Fig. 1: run 1, signal wires on met1
Scale bar: 20 microns. Supply wires on this layer in gray.
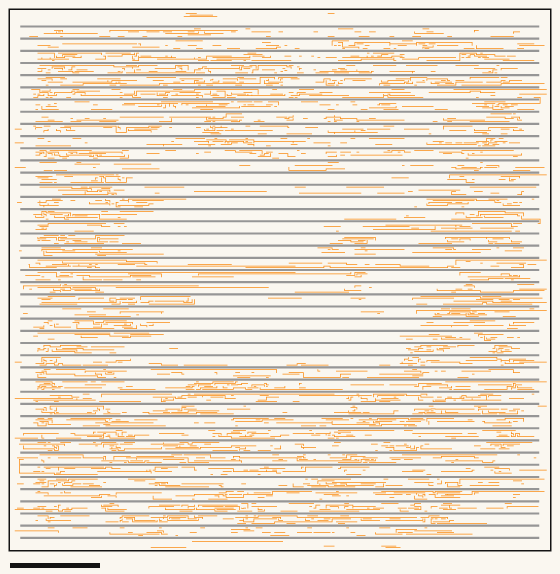
Fig. 2: run 1, the metal 2 layer
Scale bar: 20 microns.
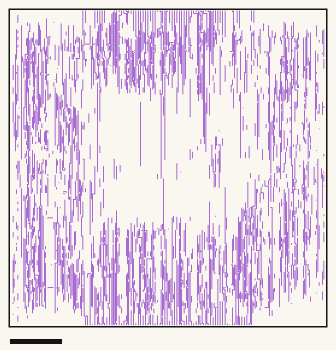
Fig. 3: run 1, signal wires on met3
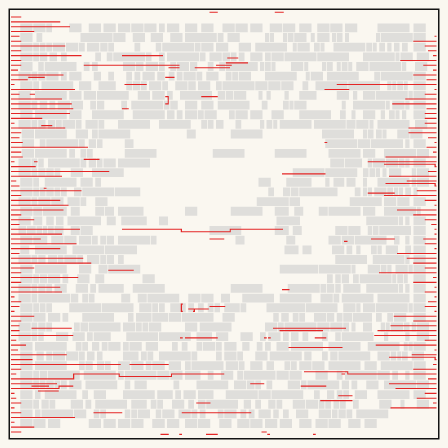
### config.mk
export PLATFORM = sky130hd
export DESIGN_NAME = alu_arbiter_flat
export DESIGN_NICKNAME = d
export VERILOG_FILES = /design/src/rtl/alu_arbiter_pkg.sv /design/src/rtl/alu_arbiter_if.sv /design/src/rtl/rr_arbiter2.sv /design/src/rtl/alu_arbiter.sv /design/src/flat_wrapper.sv
export SDC_FILE = /design/constraint.sdc
export NUM_CORES = 1
export LEC_CHECK = 0
export CORE_MARGIN = 2
export CORE_UTILIZATION = 39
export CTS_CLUSTER_SIZE = 28
export DETAILED_ROUTE_END_ITERATION = 6
export PLACE_DENSITY = 0.87
export SYNTH_ARGS = -nofsm -noshare
export SYNTH_HDL_FRONTEND = slang
export SYNTH_SLANG_ARGS = --single-unit
### constraint.sdc
create_clock -name clk -period 2.1 [get_ports clk]
set_clock_uncertainty 0.1 [all_clocks]
set_input_delay 0.42 -clock clk [delete_from_list [all_inputs] [get_ports clk]]
set_output_delay 0.42 -clock clk [all_outputs]
set_load 0.02 [all_outputs]
### src/rtl/alu_arbiter_pkg.sv
// alu_arbiter_pkg: shared definitions for the two-requester ALU arbiter.
// Holds the FSM state encoding, the ALU control code constants and the
// supported-code check used to decide whether the ALU result is meaningful.
package alu_arbiter_pkg;

    // FSM state encoding
    localparam logic [1:0] StIdle  = 2'd0;
    localparam logic [1:0] StIssue = 2'd1;
    localparam logic [1:0] StResp  = 2'd2;

    // ALU control codes
    localparam logic [3:0] AluAnd  = 4'd0;
    localparam logic [3:0] AluOr   = 4'd1;
    localparam logic [3:0] AluAdd  = 4'd2;
    localparam logic [3:0] AluBeq  = 4'd4;
    localparam logic [3:0] AluSub  = 4'd6;
    localparam logic [3:0] AluSlt  = 4'd7;
    localparam logic [3:0] AluAddi = 4'd8;

    // True when the shared ALU implements the given control code.
    function automatic logic is_supported(input logic [3:0] code);
        logic ok;
        case (code)
            AluAnd, AluOr, AluAdd, AluBeq, AluSub, AluSlt, AluAddi: ok = 1'b1;
            default:                                                 ok = 1'b0;
        endcase
        return ok;
    endfunction

endpackage

### src/rtl/alu_arbiter_if.sv
// alu_arbiter_if: request, response and ALU-side signals of alu_arbiter.
//   req_*   : two requesters, packed per requester (control 4 bits each,
//             operands WIDTH bits each).
//   resp_*  : single response channel with valid/ready handshake.
//   alu_*   : drive to / result from the external combinational ALU.
// Modports: slave = the arbiter, master = the environment (requesters,
// response consumer and ALU).
interface alu_arbiter_if #(
    parameter int unsigned WIDTH = 32
);
    logic [1:0]         req_valid;
    logic [1:0]         req_ready;
    logic [7:0]         req_control;
    logic [2*WIDTH-1:0] req_op1;
    logic [2*WIDTH-1:0] req_op2;

    logic               resp_valid;
    logic               resp_ready;
    logic               resp_id;
    logic [WIDTH-1:0]   resp_result;
    logic [7:0]         resp_status;
    logic               resp_err;

    logic [3:0]         alu_control;
    logic [WIDTH-1:0]   alu_operand_1;
    logic [WIDTH-1:0]   alu_operand_2;
    logic [WIDTH-1:0]   alu_result;
    logic [7:0]         alu_status;

    modport slave (
        input  req_valid, req_control, req_op1, req_op2, resp_ready, alu_result, alu_status,
        output req_ready, resp_valid, resp_id, resp_result, resp_status, resp_err,
        output alu_control, alu_operand_1, alu_operand_2
    );

    modport master (
        output req_valid, req_control, req_op1, req_op2, resp_ready, alu_result, alu_status,
        input  req_ready, resp_valid, resp_id, resp_result, resp_status, resp_err,
        input  alu_control, alu_operand_1, alu_operand_2
    );

endinterface

### src/rtl/rr_arbiter2.sv
// rr_arbiter2: two-way round-robin grant.
//   clk, rst_n : clock, asynchronous active-low reset.
//   en         : grants may be issued this cycle.
//   req        : request vector.
//   grant      : one-hot grant (combinational), zero when disabled or idle.
// The last-grant pointer resets to 1 so requester 0 wins the first tie, and
// moves only when a grant is actually issued.
module rr_arbiter2 (
    input  logic       clk,
    input  logic       rst_n,
    input  logic       en,
    input  logic [1:0] req,
    output logic [1:0] grant
);

    logic last_q;

    always_comb begin
        grant = 2'b00;
        if (en) begin
            case (req)
                2'b01:   grant = 2'b01;
                2'b10:   grant = 2'b10;
                2'b11:   grant = last_q ? 2'b01 : 2'b10;
                default: grant = 2'b00;
            endcase
        end
    end

    always_ff @(posedge clk or negedge rst_n) begin
        if (!rst_n) begin
            last_q <= 1'b1;
        end else if (|grant) begin
            last_q <= grant[1];
        end
    end

endmodule

### src/rtl/alu_arbiter.sv
// alu_arbiter: shares one combinational ALU between two requesters.
//   clk   : clock, rising edge.
//   rst_n : asynchronous active-low reset.
//   bus   : alu_arbiter_if slave port carrying the request, response and
//           ALU signals.
// One operation is in flight at a time: IDLE accepts, ISSUE drives the ALU
// from registered operands, RESP holds the captured result until taken.
module alu_arbiter
    import alu_arbiter_pkg::*;
#(
    parameter int unsigned WIDTH = 32
) (
    input  logic          clk,
    input  logic          rst_n,
    alu_arbiter_if.slave  bus
);

    logic [1:0]       state_q, state_d;
    logic [1:0]       grant;
    logic             arb_en;
    logic             accept;
    logic             grant_id;

    logic [3:0]       ctrl_q;
    logic [WIDTH-1:0] op1_q;
    logic [WIDTH-1:0] op2_q;
    logic             id_q;

    logic [WIDTH-1:0] result_q;
    logic [7:0]       status_q;
    logic             err_q;
    logic             supported;

    // Reset gates the arbiter so req_ready stays low while rst_n is low.
    assign arb_en   = (state_q == StIdle) && rst_n;
    assign accept   = |grant;
    assign grant_id = grant[1];

    rr_arbiter2 u_arb (
        .clk   (clk),
        .rst_n (rst_n),
        .en    (arb_en),
        .req   (bus.req_valid),
        .grant (grant)
    );

    always_comb begin
        state_d = state_q;
        case (state_q)
            StIdle:  if (accept) state_d = StIssue;
            StIssue: state_d = StResp;
            StResp:  if (bus.resp_ready) state_d = StIdle;
            default: state_d = StIdle;
        endcase
    end

    always_ff @(posedge clk or negedge rst_n) begin
        if (!rst_n) begin
            state_q <= StIdle;
        end else begin
            state_q <= state_d;
        end
    end

    // Request capture; the payload need not stay stable after acceptance.
    always_ff @(posedge clk or negedge rst_n) begin
        if (!rst_n) begin
            ctrl_q <= 4'd0;
            op1_q  <= '0;
            op2_q  <= '0;
            id_q   <= 1'b0;
        end else if (accept) begin
            id_q <= grant_id;
            if (grant_id) begin
                ctrl_q <= bus.req_control[7:4];
                op1_q  <= bus.req_op1[2*WIDTH-1:WIDTH];
                op2_q  <= bus.req_op2[2*WIDTH-1:WIDTH];
            end else begin
                ctrl_q <= bus.req_control[3:0];
                op1_q  <= bus.req_op1[WIDTH-1:0];
                op2_q  <= bus.req_op2[WIDTH-1:0];
            end
        end
    end

    assign supported = is_supported(ctrl_q);

    // Result capture at the edge leaving ISSUE; unsupported codes report
    // an error with zeroed result and status instead of the ALU output.
    always_ff @(posedge clk or negedge rst_n) begin
        if (!rst_n) begin
            result_q <= '0;
            status_q <= 8'd0;
            err_q    <= 1'b0;
        end else if (state_q == StIssue) begin
            result_q <= supported ? bus.alu_result : '0;
            status_q <= supported ? bus.alu_status : 8'd0;
            err_q    <= ~supported;
        end
    end

    assign bus.req_ready     = grant;
    assign bus.resp_valid    = (state_q == StResp);
    assign bus.resp_id       = id_q;
    assign bus.resp_result   = result_q;
    assign bus.resp_status   = status_q;
    assign bus.resp_err      = err_q;
    assign bus.alu_control   = ctrl_q;
    assign bus.alu_operand_1 = op1_q;
    assign bus.alu_operand_2 = op2_q;

endmodule

### src/flat_wrapper.sv
// flat-port wrapper written by rule: the top's interface ports become plain ports
module alu_arbiter_flat import alu_arbiter_pkg::*;
#(
    parameter int unsigned WIDTH = 32
)
  (clk, rst_n, bus_req_valid, bus_req_control, bus_req_op1, bus_req_op2, bus_resp_ready, bus_alu_result, bus_alu_status, bus_req_ready, bus_resp_valid, bus_resp_id, bus_resp_result, bus_resp_status, bus_resp_err, bus_alu_control, bus_alu_operand_1, bus_alu_operand_2);
  alu_arbiter_if #(.WIDTH(WIDTH)) bus_i ();
  input  logic clk;
  input  logic rst_n;
  input wire logic [$bits(bus_i.req_valid)-1:0] bus_req_valid;
  input wire logic [$bits(bus_i.req_control)-1:0] bus_req_control;
  input wire logic [$bits(bus_i.req_op1)-1:0] bus_req_op1;
  input wire logic [$bits(bus_i.req_op2)-1:0] bus_req_op2;
  input wire logic [$bits(bus_i.resp_ready)-1:0] bus_resp_ready;
  input wire logic [$bits(bus_i.alu_result)-1:0] bus_alu_result;
  input wire logic [$bits(bus_i.alu_status)-1:0] bus_alu_status;
  output wire logic [$bits(bus_i.req_ready)-1:0] bus_req_ready;
  output wire logic [$bits(bus_i.resp_valid)-1:0] bus_resp_valid;
  output wire logic [$bits(bus_i.resp_id)-1:0] bus_resp_id;
  output wire logic [$bits(bus_i.resp_result)-1:0] bus_resp_result;
  output wire logic [$bits(bus_i.resp_status)-1:0] bus_resp_status;
  output wire logic [$bits(bus_i.resp_err)-1:0] bus_resp_err;
  output wire logic [$bits(bus_i.alu_control)-1:0] bus_alu_control;
  output wire logic [$bits(bus_i.alu_operand_1)-1:0] bus_alu_operand_1;
  output wire logic [$bits(bus_i.alu_operand_2)-1:0] bus_alu_operand_2;
  assign bus_i.req_valid = bus_req_valid;
  assign bus_i.req_control = bus_req_control;
  assign bus_i.req_op1 = bus_req_op1;
  assign bus_i.req_op2 = bus_req_op2;
  assign bus_i.resp_ready = bus_resp_ready;
  assign bus_i.alu_result = bus_alu_result;
  assign bus_i.alu_status = bus_alu_status;
  assign bus_req_ready = bus_i.req_ready;
  assign bus_resp_valid = bus_i.resp_valid;
  assign bus_resp_id = bus_i.resp_id;
  assign bus_resp_result = bus_i.resp_result;
  assign bus_resp_status = bus_i.resp_status;
  assign bus_resp_err = bus_i.resp_err;
  assign bus_alu_control = bus_i.alu_control;
  assign bus_alu_operand_1 = bus_i.alu_operand_1;
  assign bus_alu_operand_2 = bus_i.alu_operand_2;
  alu_arbiter #(.WIDTH(WIDTH)) u_core (.clk(clk), .rst_n(rst_n), .bus(bus_i));
endmodule
==> metrics.csv, run 1 <==
metric;value;unit
grt_use_met2;43.5;%
diodes;0;
first_pass_iters;5;
warnings;27;
path_max_fanout;2;
final_core_util;68.5;%
instances_no_fill;1056;
antenna_found_initial;0;
power.density;1390;nW/um^2
io_pins;294;
cp.depth;3;
root_buffer;clkbuf_16;
met3_usage;8.68;%
cp_top_family;simple AND/OR/NAND/NOR gates;
top_area_share;52.8;%
use_met1;29.5;%
nonClkBufAreaFrac;35.4;%
clockBufferDepth;2;
largest_cell_class;buffers;
critPathMaxStageDelay;0.44;ns
hold_violations;0;
fp_nets;775;
ys.flops;113;
die-area;14600;sq um
cts_tree;yes;
edf_count;0;
signal_buffers;321;
clkSinkCount;113;
design.seq.count;113;
placed_cells;1023;
swShare;37.3;%
track_usage;25.4;%
num_vias;5710;
area_leaders;dfrtp_1 53%, o21ai_0 9.5%, a31oi_1 6.8%, nand3_1 6.5%, a21oi_1 6.4%;
std_cell_rows;42;
maxCapViolations;0;
yosys.stat.seqShare;53.3;%
fin_nets;1048;
grt_pass1_vias;5842;
intPower;7.92;mW
status;complete, no violations;
syn_inst;594;
slowest_stage;or3b_4;
clock_latency;0.40;ns
cp-start-kind;register;
final_layout_size_suffix_gt1_share;9.55;%
## Picture notes: Fig. 1
- share of all routed wire: 39%
- main direction: horizontal
- wire length on this layer: 7160 microns

## Picture notes: Fig. 2
- main direction: vertical
- longest straight run: 51.0 microns
- share of all routed wire: 50%
- wire length on this layer: 9210 microns

## Picture notes: Fig. 3
- share of all routed wire: 9.0%
- nets with wire on the layer: 199
- longest straight run: 30.6 microns

==> run 1: sequential cells by signal, indices dropped and copies added (netlist names) <==
name and cells:
u_core.bus.resp_result 32, u_core.u_arb.last_q 1, u_core.bus.alu_operand_1 32, u_core.bus.alu_operand_2 32
u_core.bus.alu_control 4, u_core.state_q 2, u_core.bus.resp_id 1, u_core.bus.resp_err 1
u_core.bus.resp_status 8
==> run 1: kinds of logic (layout without fill, tap and decap cells) <==
| family | Yosys count | in the layout | synth area share [%] |
|---|---|---|---|
| and+or+nand+nor | 160 | 160 | 13.4 |
| AOI/OAI and AO/OA | 251 | 251 | 26.9 |
| muxes | 1 | 1 | 0.212 |
| DFF | 113 | 113 | 53.3 |
| buffers and inverters | 69 | 355 | 6.20 |
Fig. 4: run 1, M4 wires
Scale bar: 20 microns. Supply wires on this layer in gray.
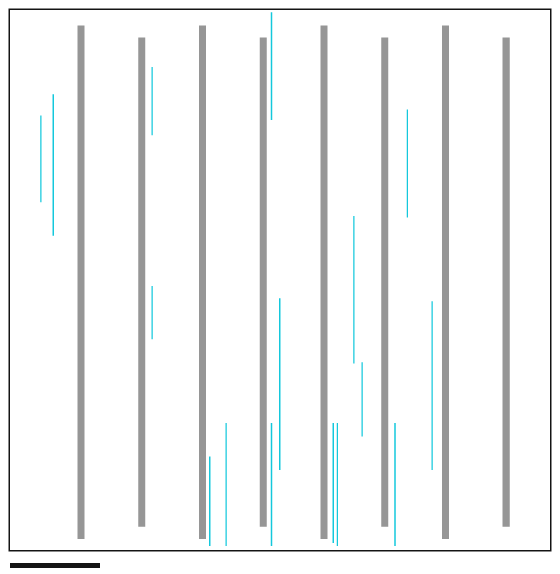

==> inputs of run 2 (changes only) <==
Settings changed: CORE_UTILIZATION 39 to 25, PLACE_DENSITY 0.87 to 0.62.
Fig. 5: run 2, M4 wires
Scale bar: 50 microns. Supply wires on this layer in gray.
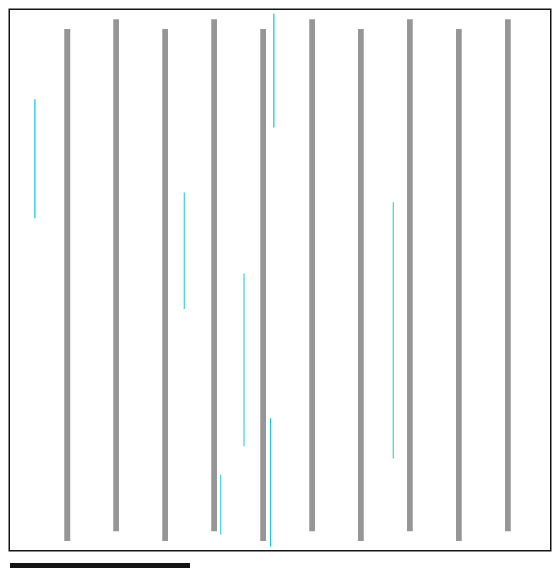
- nets with wire on the layer: 6
- wire length on this layer: 266 microns
- longest straight run: 70.7 microns
- share of all routed wire: 1.3%

Fig. 6: run 2, signal wires on met1
Scale bar: 50 microns. Supply wires on this layer in gray.
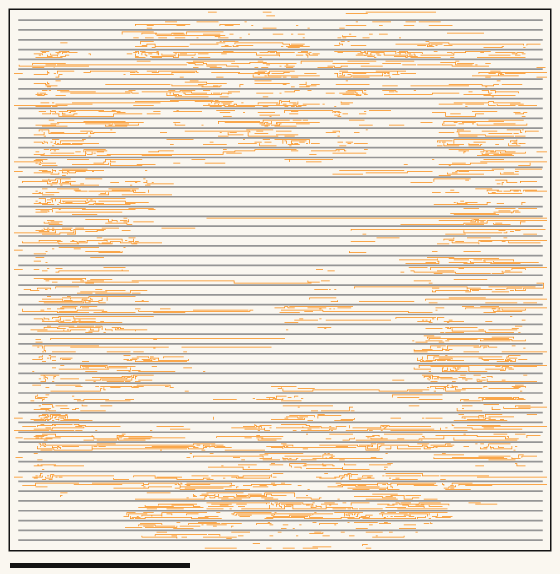
- share of all routed wire: 44%
- main direction: horizontal
- wire length on this layer: 8870 microns
- longest straight run: 94.3 microns

==> metrics.csv, run 2 <==
metric;value;unit;change
grt_use_met2;28.1;%;-15 points
instances_no_fill;1154;;+9.3%
io_pins;294;;unchanged
maxCapViolations;0;;unchanged
ys.flops;113;;unchanged
status;complete, no violations;;
critPathMaxStageDelay;0.39;ns;-0.05 ns
clockBufferDepth;2;;unchanged
cp_top_family;buffers and inverters;;
fin_nets;1046;;-0.19%
fp_nets;775;;unchanged
cts_tree;yes;;
syn_inst;594;;unchanged
slowest_stage;dfrtp_1;;
yosys.stat.seqShare;53.3;%;unchanged
grt_pass1_vias;5522;;-5.5%
cp-start-kind;register;;
top_area_share;52.8;%;unchanged
antenna_found_initial;1;;+1
power.density;1370;nW/um^2;-1.8%
path_max_fanout;4;;+2
area_leaders;dfrtp_1 53%, o21ai_0 9.5%, a31oi_1 6.8%, nand3_1 6.5%, a21oi_1 6.4%;;
swShare;39.0;%;+1.7 points
std_cell_rows;53;;+26%
cp.depth;6;;+3
die-area;22400;sq um;+54%
final_core_util;43.8;%;-25 points
Fig. 7: run 2, routing congestion map
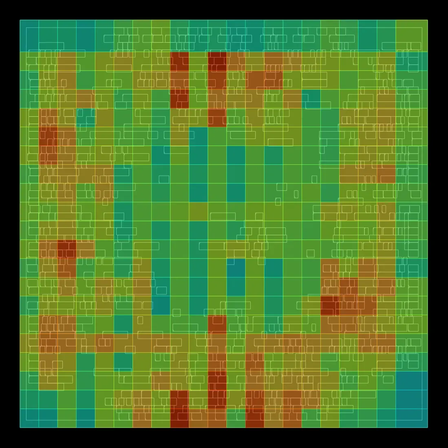
Total GRT Usage: 17.9%
met3 usage: 6.31%
met1 usage: 23.0%

run 2: what timing repair did:
item / in CTS / in global routing
pin swaps: 2 / 3
buffers inserted: 1 / 1
endpoints found under the setup margin: 12 / 57
gates resized: 19 / 9
run 2: cells by family after synthesis:
| kind of cell | synth area share [%] |
|---|---|
| AND/OR/NAND/NOR | 13.4 |
| flip-flops | 53.3 |
| buffers and inverters | 6.20 |
| multiplexers | 0.212 |
| AND-OR/OR-AND | 26.9 |
run 2: layout make-up:
class / count / area share [%]
inverter: 2 / 0.0817
sequential: 113 / 30.8
tap: 275 / 3.75
timing repair buffer: 319 / 35.2
antenna: 1 / 0.0272
clock buffer: 18 / 4.67
multi-input combinational: 412 / 24.0
clock inverter: 14 / 1.53
Fig. 8: run 2, signal wires on met3
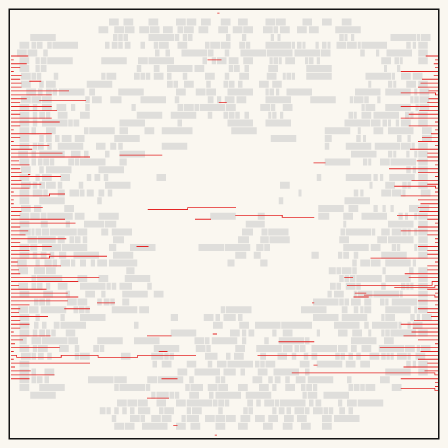

==> inputs of run 3 (changes only) <==
Settings changed: ABC_AREA from default to 1, PLACE_DENSITY 0.62 to 0.61.
Fig. 9: run 3, signal wires on met3
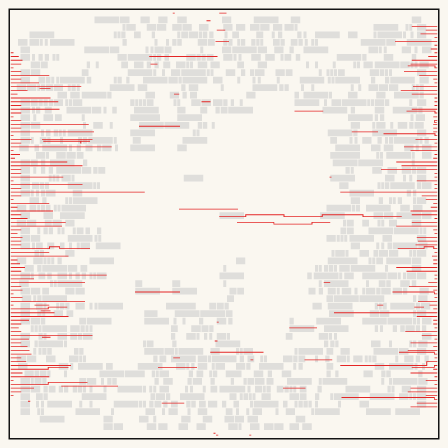
- wire length on this layer: 1980 microns
- share of all routed wire: 9.7%
- longest straight run: 48.1 microns
- main direction: horizontal
- nets with wire on the layer: 215

Fig. 10: run 3, routing congestion map
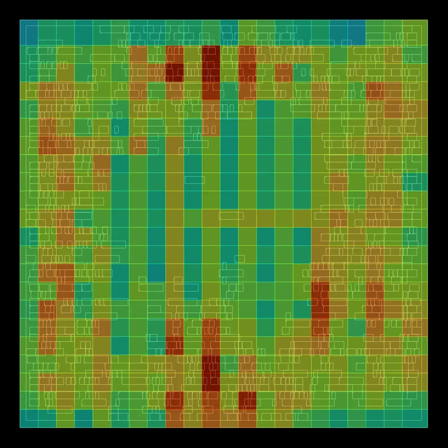
M2 GR Usage: 27.7%
met3 usage: 6.44%
Layout Utilization: 42.6%

==> metrics.csv, run 3 <==
metric;value;unit;change
htree_levels;4;;
fp_nets;911;;+18%
aoi_share;9.70;%;-17 points
path_max_fanout;4;;unchanged
use_met1;21.3;%;-1.7 points
top_area_share;49.5;%;-3.3 points
clockBufferDepth;2;;unchanged
cp.depth;1;;-5
swShare;38.4;%;-0.63 points
ys.flops;113;;unchanged
syn_inst;730;;+23%
maxCapViolations;0;;unchanged
die-area;23900;sq um;+6.5%
slowest_stage;clkdlybuf4s50_1;;
diodes;0;;-1
grt_max_degree;72;;
ys_sh_simple;31.2;%;+18 points
adder_share;0;%;unchanged
io_pins;294;;unchanged
cts_tree;yes;;
num_vias;5947;;
xor_share;0;%;unchanged
top_logic_kind;simple AND/OR/NAND/NOR gates;;
track_usage;17.2;%;-0.67 points
holdWs;0.0319;ns;
instances_no_fill;1305;;+13%
cp-start-kind;register;;
grt_pass1_vias;5952;;+7.8%
critPathMaxStageDelay;0.67;ns;+0.28 ns
switchingPower;4.79;mW;
intPower;7.70;mW;
yosys.stat.seqShare;50.0;%;-3.3 points
antenna_found_initial;0;;-1
status;complete, no violations;;
area_leaders;dfrtp_1 50%, nand3_1 16%, nand2_1 15%, o21bai_1 9.0%, inv_1 5.0%;;
r2r_setup_slack;0.14;ns;
cp_top_family;buffers and inverters;;
mux_share;0;%;-0.21 points
std_cell_rows;55;;+3.8%
power.density;1310;nW/um^2;-4.4%
fin_nets;1188;;+14%
Fig. 11: run 3, the metal 2 layer
Scale bar: 50 microns.
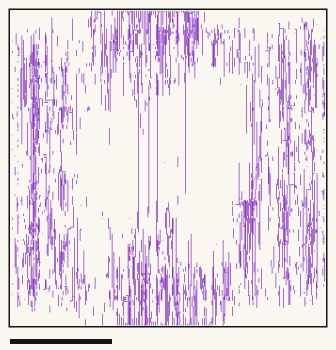
- nets with wire on the layer: 915
- longest straight run: 89.2 microns
- share of all routed wire: 46%
- main direction: vertical

## run 3: per-layer routing
metal	routed length (microns)	up-vias	share of wire, %
met5	0	-	0
met4	345	0	1.7
met3	1980	21	9.7
met2	9420	266	46
met1	8730	2768	43
li1	-	2892	-
## run 3: what timing repair did
item / CTS / global route
buffers inserted: 0 / 0
resized: 8 / 1
endpoints found under the hold margin: 2 / 0
hold buffers: 1 / 0
setup endpoints to repair: 3 / 1
## run 3: final cells by class
class / count / share of cell area [%]
timing repair buffer: 312 / 32.6
sequential: 113 / 29.6
multi-input combinational: 483 / 24.4
clock buffer: 20 / 4.68
tap: 285 / 3.73
inverter: 80 / 3.15
clock inverter: 12 / 1.89
